### Clock wiring as the flow saved it

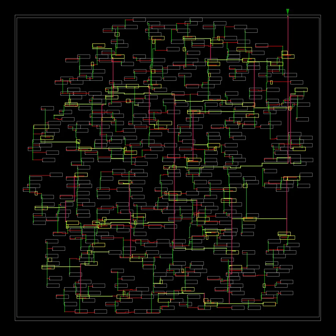
### The metal 2 layer

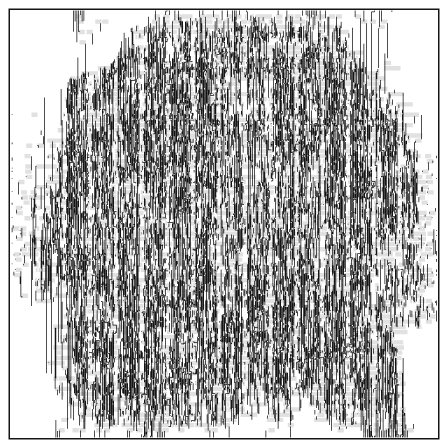
--- config.mk ---
export PLATFORM = sky130hd
export DESIGN_NAME = hpm_counter_bank_flat
export DESIGN_NICKNAME = d
export VERILOG_FILES = /design/src/rtl/hpm_counter_bank_pkg.sv /design/src/rtl/hpm_counter_bank_if.sv /design/src/rtl/hpm_counter_bank_counter.sv /design/src/rtl/hpm_counter_bank.sv /design/src/flat_wrapper.sv
export SDC_FILE = /design/constraint.sdc
export NUM_CORES = 2
export LEC_CHECK = 0
export CAP_MARGIN = 10
export CORE_UTILIZATION = 55
export CTS_BUF_LIST = sky130_fd_sc_hd__clkbuf_16
export CTS_CLUSTER_DIAMETER = 50
export DETAILED_ROUTE_END_ITERATION = 8
export PLACE_DENSITY = 0.83
export SKIP_CTS_REPAIR_TIMING = 1
export SLEW_MARGIN = 0
export SYNTH_ARGS = -nofsm -noshare
export SYNTH_HDL_FRONTEND = slang
export SYNTH_SLANG_ARGS = --single-unit
--- constraint.sdc ---
create_clock -name clk -period 16.8 [get_ports clk]
set_input_delay 1.68 -clock clk [delete_from_list [all_inputs] [get_ports clk]]
set_output_delay 1.68 -clock clk [all_outputs]
set_load 0.03 [all_outputs]
--- src/rtl/hpm_counter_bank_pkg.sv ---
// Shared definitions for the machine-mode counter bank: CSR addresses and
// the decoded form of a CSR access.
package hpm_counter_bank_pkg;

    localparam logic [11:0] MCYCLE        = 12'hB00;
    localparam logic [11:0] MINSTRET      = 12'hB02;
    localparam logic [11:0] MHPMCOUNTER3  = 12'hB03;
    localparam logic [11:0] CYCLE         = 12'hC00;
    localparam logic [11:0] INSTRET       = 12'hC02;
    localparam logic [11:0] HPMCOUNTER3   = 12'hC03;
    localparam logic [11:0] MCOUNTINHIBIT = 12'h320;
    localparam logic [11:0] MHPMEVENT3    = 12'h323;

    typedef enum logic [1:0] {
        ACC_NONE,
        ACC_CNT,
        ACC_INH,
        ACC_EVT
    } csr_kind_e;

    // idx: counter slot (0 mcycle, 1 minstret, 2+i hpm i) or event slot i
    typedef struct packed {
        csr_kind_e   kind;
        logic        ro;
        logic [4:0]  idx;
    } csr_dec_t;

    function automatic csr_dec_t csr_decode(input logic [11:0] addr, input int num_hpm);
        csr_dec_t d;
        d.kind = ACC_NONE;
        d.ro   = 1'b0;
        d.idx  = '0;
        if (addr == MCYCLE || addr == CYCLE) begin
            d.kind = ACC_CNT;
            d.ro   = (addr == CYCLE);
        end else if (addr == MINSTRET || addr == INSTRET) begin
            d.kind = ACC_CNT;
            d.ro   = (addr == INSTRET);
            d.idx  = 5'd1;
        end else if (addr >= MHPMCOUNTER3 && addr < MHPMCOUNTER3 + 12'(num_hpm)) begin
            d.kind = ACC_CNT;
            d.idx  = 5'(addr - MHPMCOUNTER3) + 5'd2;
        end else if (addr >= HPMCOUNTER3 && addr < HPMCOUNTER3 + 12'(num_hpm)) begin
            d.kind = ACC_CNT;
            d.ro   = 1'b1;
            d.idx  = 5'(addr - HPMCOUNTER3) + 5'd2;
        end else if (addr == MCOUNTINHIBIT) begin
            d.kind = ACC_INH;
        end else if (addr >= MHPMEVENT3 && addr < MHPMEVENT3 + 12'(num_hpm)) begin
            d.kind = ACC_EVT;
            d.idx  = 5'(addr - MHPMEVENT3);
        end
        return d;
    endfunction

endpackage

--- src/rtl/hpm_counter_bank_if.sv ---
// CSR access port between the CSR stage (master) and the counter bank (slave).
interface hpm_counter_bank_if #(
    parameter int XLEN = 64
);
    logic [11:0]     csr_addr;
    logic            csr_re;
    logic            csr_we;
    logic [XLEN-1:0] csr_wdata;
    logic [XLEN-1:0] csr_rdata;
    logic            csr_illegal;

    modport master (
        output csr_addr, csr_re, csr_we, csr_wdata,
        input  csr_rdata, csr_illegal
    );

    modport slave (
        input  csr_addr, csr_re, csr_we, csr_wdata,
        output csr_rdata, csr_illegal
    );
endinterface

--- src/rtl/hpm_counter_bank_counter.sv ---
// One counter slot: a write always beats a same-cycle increment, and the
// sticky overflow flag is cleared only by a CSR write to this counter.
module hpm_counter #(
    parameter int W = 64
) (
    input  logic         clk,
    input  logic         reset,
    input  logic         inc,
    input  logic         inhibit,
    input  logic         we,
    input  logic [W-1:0] wdata,
    output logic [W-1:0] count,
    output logic         ovf
);

    // Counter value and sticky wrap flag.
    always_ff @(posedge clk or posedge reset) begin
        if (reset) begin
            count <= '0;
            ovf   <= 1'b0;
        end else if (we) begin
            count <= wdata;
            ovf   <= 1'b0;
        end else if (inc && !inhibit) begin
            count <= count + W'(1);
            if (&count) begin
                ovf <= 1'b1;
            end
        end
    end

endmodule

--- src/rtl/hpm_counter_bank.sv ---
// Machine-mode counter bank: mcycle, minstret and NUM_HPM event counters with
// per-counter event selectors, inhibit mask and sticky overflow flags.
module hpm_counter_bank
    import hpm_counter_bank_pkg::*;
#(
    parameter int XLEN       = 64,
    parameter int CNT_WIDTH  = 64,
    parameter int NUM_HPM    = 4,
    parameter int NUM_EVENTS = 8
) (
    input  logic                  clk,
    input  logic                  reset,
    input  logic                  retire_valid,
    input  logic [NUM_EVENTS-1:0] event_vec,
    hpm_counter_bank_if.slave     csr,
    output logic [NUM_HPM+1:0]    ovf
);

    localparam int NCNT = NUM_HPM + 2;
    localparam int IW   = NUM_HPM + 3;
    // bit1 of mcountinhibit has no counter behind it
    localparam logic [IW-1:0] INH_MASK = ~(IW'(2));

    csr_dec_t             dec;
    logic                 wr_ok;
    logic [IW-1:0]        inh_q;
    logic [7:0]           evt_q [NUM_HPM];
    logic [NCNT-1:0]      inc;
    logic [NCNT-1:0]      cnt_inh;
    logic [NCNT-1:0]      cnt_we;
    logic [CNT_WIDTH-1:0] cnt [NCNT];
    logic [XLEN-1:0]      rd;
    logic                 ill;

    assign dec   = csr_decode(csr.csr_addr, NUM_HPM);
    assign wr_ok = csr.csr_we && (dec.kind != ACC_NONE) && !dec.ro;

    // Inhibit mask; a new value only affects increments from the next edge on.
    always_ff @(posedge clk or posedge reset) begin
        if (reset) begin
            inh_q <= '0;
        end else if (wr_ok && dec.kind == ACC_INH) begin
            inh_q <= csr.csr_wdata[IW-1:0] & INH_MASK;
        end
    end

    // Event selectors, 8 bits each.
    always_ff @(posedge clk or posedge reset) begin
        if (reset) begin
            for (int i = 0; i < NUM_HPM; i++) begin
                evt_q[i] <= '0;
            end
        end else begin
            for (int i = 0; i < NUM_HPM; i++) begin
                if (wr_ok && dec.kind == ACC_EVT && dec.idx == 5'(i)) begin
                    evt_q[i] <= csr.csr_wdata[7:0];
                end
            end
        end
    end

    // Per-slot increment, inhibit and write enables; unmatched selectors never count.
    always_comb begin
        inc        = '0;
        cnt_inh    = '0;
        cnt_we     = '0;
        inc[0]     = 1'b1;
        inc[1]     = retire_valid;
        cnt_inh[0] = inh_q[0];
        cnt_inh[1] = inh_q[2];
        for (int i = 0; i < NUM_HPM; i++) begin
            cnt_inh[i+2] = inh_q[i+3];
            for (int j = 0; j < NUM_EVENTS; j++) begin
                if (evt_q[i] == 8'(j + 1) && event_vec[j]) begin
                    inc[i+2] = 1'b1;
                end
            end
        end
        for (int k = 0; k < NCNT; k++) begin
            cnt_we[k] = wr_ok && dec.kind == ACC_CNT && dec.idx == 5'(k);
        end
    end

    for (genvar k = 0; k < NCNT; k++) begin : g_cnt
        hpm_counter #(.W(CNT_WIDTH)) u_cnt (
            .clk     (clk),
            .reset   (reset),
            .inc     (inc[k]),
            .inhibit (cnt_inh[k]),
            .we      (cnt_we[k]),
            .wdata   (csr.csr_wdata[CNT_WIDTH-1:0]),
            .count   (cnt[k]),
            .ovf     (ovf[k])
        );
    end

    // Read mux and illegal-access flag; reads show the pre-edge state.
    always_comb begin
        rd  = '0;
        ill = 1'b0;
        if (csr.csr_re) begin
            case (dec.kind)
                ACC_CNT: begin
                    for (int k = 0; k < NCNT; k++) begin
                        if (dec.idx == 5'(k)) rd = XLEN'(cnt[k]);
                    end
                end
                ACC_INH: rd = XLEN'(inh_q);
                ACC_EVT: begin
                    for (int i = 0; i < NUM_HPM; i++) begin
                        if (dec.idx == 5'(i)) rd = XLEN'(evt_q[i]);
                    end
                end
                default: ill = 1'b1;
            endcase
        end
        if (csr.csr_we && (dec.kind == ACC_NONE || dec.ro)) begin
            ill = 1'b1;
        end
    end

    assign csr.csr_rdata   = rd;
    assign csr.csr_illegal = ill;

endmodule

--- src/flat_wrapper.sv ---
// flat-port wrapper written by rule: the top's interface ports become plain ports
module hpm_counter_bank_flat import hpm_counter_bank_pkg::*;
#(
    parameter int XLEN       = 64,
    parameter int CNT_WIDTH  = 64,
    parameter int NUM_HPM    = 4,
    parameter int NUM_EVENTS = 8
)
  (clk, reset, retire_valid, event_vec, ovf, csr_csr_addr, csr_csr_re, csr_csr_we, csr_csr_wdata, csr_csr_rdata, csr_csr_illegal);
  hpm_counter_bank_if #(.XLEN(XLEN)) csr_i ();
  input  logic clk;
  input  logic reset;
  input  logic retire_valid;
  input  logic [NUM_EVENTS-1:0] event_vec;
  output logic [NUM_HPM+1:0] ovf;
  input wire logic [$bits(csr_i.csr_addr)-1:0] csr_csr_addr;
  input wire logic [$bits(csr_i.csr_re)-1:0] csr_csr_re;
  input wire logic [$bits(csr_i.csr_we)-1:0] csr_csr_we;
  input wire logic [$bits(csr_i.csr_wdata)-1:0] csr_csr_wdata;
  output wire logic [$bits(csr_i.csr_rdata)-1:0] csr_csr_rdata;
  output wire logic [$bits(csr_i.csr_illegal)-1:0] csr_csr_illegal;
  assign csr_i.csr_addr = csr_csr_addr;
  assign csr_i.csr_re = csr_csr_re;
  assign csr_i.csr_we = csr_csr_we;
  assign csr_i.csr_wdata = csr_csr_wdata;
  assign csr_csr_rdata = csr_i.csr_rdata;
  assign csr_csr_illegal = csr_i.csr_illegal;
  hpm_counter_bank #(.XLEN(XLEN), .CNT_WIDTH(CNT_WIDTH), .NUM_HPM(NUM_HPM), .NUM_EVENTS(NUM_EVENTS)) u_core (.clk(clk), .reset(reset), .retire_valid(retire_valid), .event_vec(event_vec), .csr(csr_i), .ovf(ovf));
endmodule
==> reports/results.ini <==
[layout]
fillCellCount = 4185
logic_gates = 2633
comb_area_frac = 0.505
largestClassByArea = multi-input combinational cells
design_area_um2 = 31000
lay_top_count = nor2_1

[synthesis]
synthFlopType = dfrtp_1
ys_top_cells_by_count = nor2_1 (466), dfrtp_1 (428), nand2_1 (392)
mux_area_frac = 0.0284
synth_adder_area_share = 0.00457
area_leaders = dfrtp_1 (39%), a21oi_1 (7.1%), nor2_1 (6.4%)
ys_ff = 428
synth_area_um2 = 27400
syn_inst = 3318

[critical_path]
path_buffers = 3
crit_type = input pin to primary output
crit_path_end_kind = primary output
endpoint = csr_csr_rdata[35]
cp_max_fo = 68
startpoint = csr_csr_addr[0]
crit_cells = 11

[sta]
fmax_mhz = 116
finalSetupViolCount = 0
fin_tns_setup_ns = 0
finalMaxSlewViolations = 0
post-route-period-util = 0.514
rsz0062_at_grt = no

[floorplan]
fp_util = 0.558
io-pin-count = 160

[pwr]
clkPwrFrac = 0.463
combPwrFrac = 0.084
totalPowerFinal_uw = 2440
powerDensity_nw_per_um2 = 78.7
p_sw_uw = 627

[cts]
root_buffer = clkbuf_16
cts_tree = yes
cts_buffers = 51

[routing]
first_iter_violations = 3811
routed_wl_mm = 92.2
wl_met2_mm = 40.5
dr_total_vias = 26624

[grt]
use_met3 = 0.0757
grtUsageMet2 = 0.544
grt_pass1_wl_mm = 142
overflow = 0

[placement]
dp_slack_ns = 8.35
port_buffers = 159

[run_status]
run_status = completed

## Picture notes: 'Clock wiring as the flow saved it'
layout sequential cell count: 428
# clock sinks: 428
Worst-Skew Late Latency: 0.61 ns

## Picture notes: 'The metal 2 layer'
nets with wire on the layer = 2,819
wire length on this layer = 40.5 mm

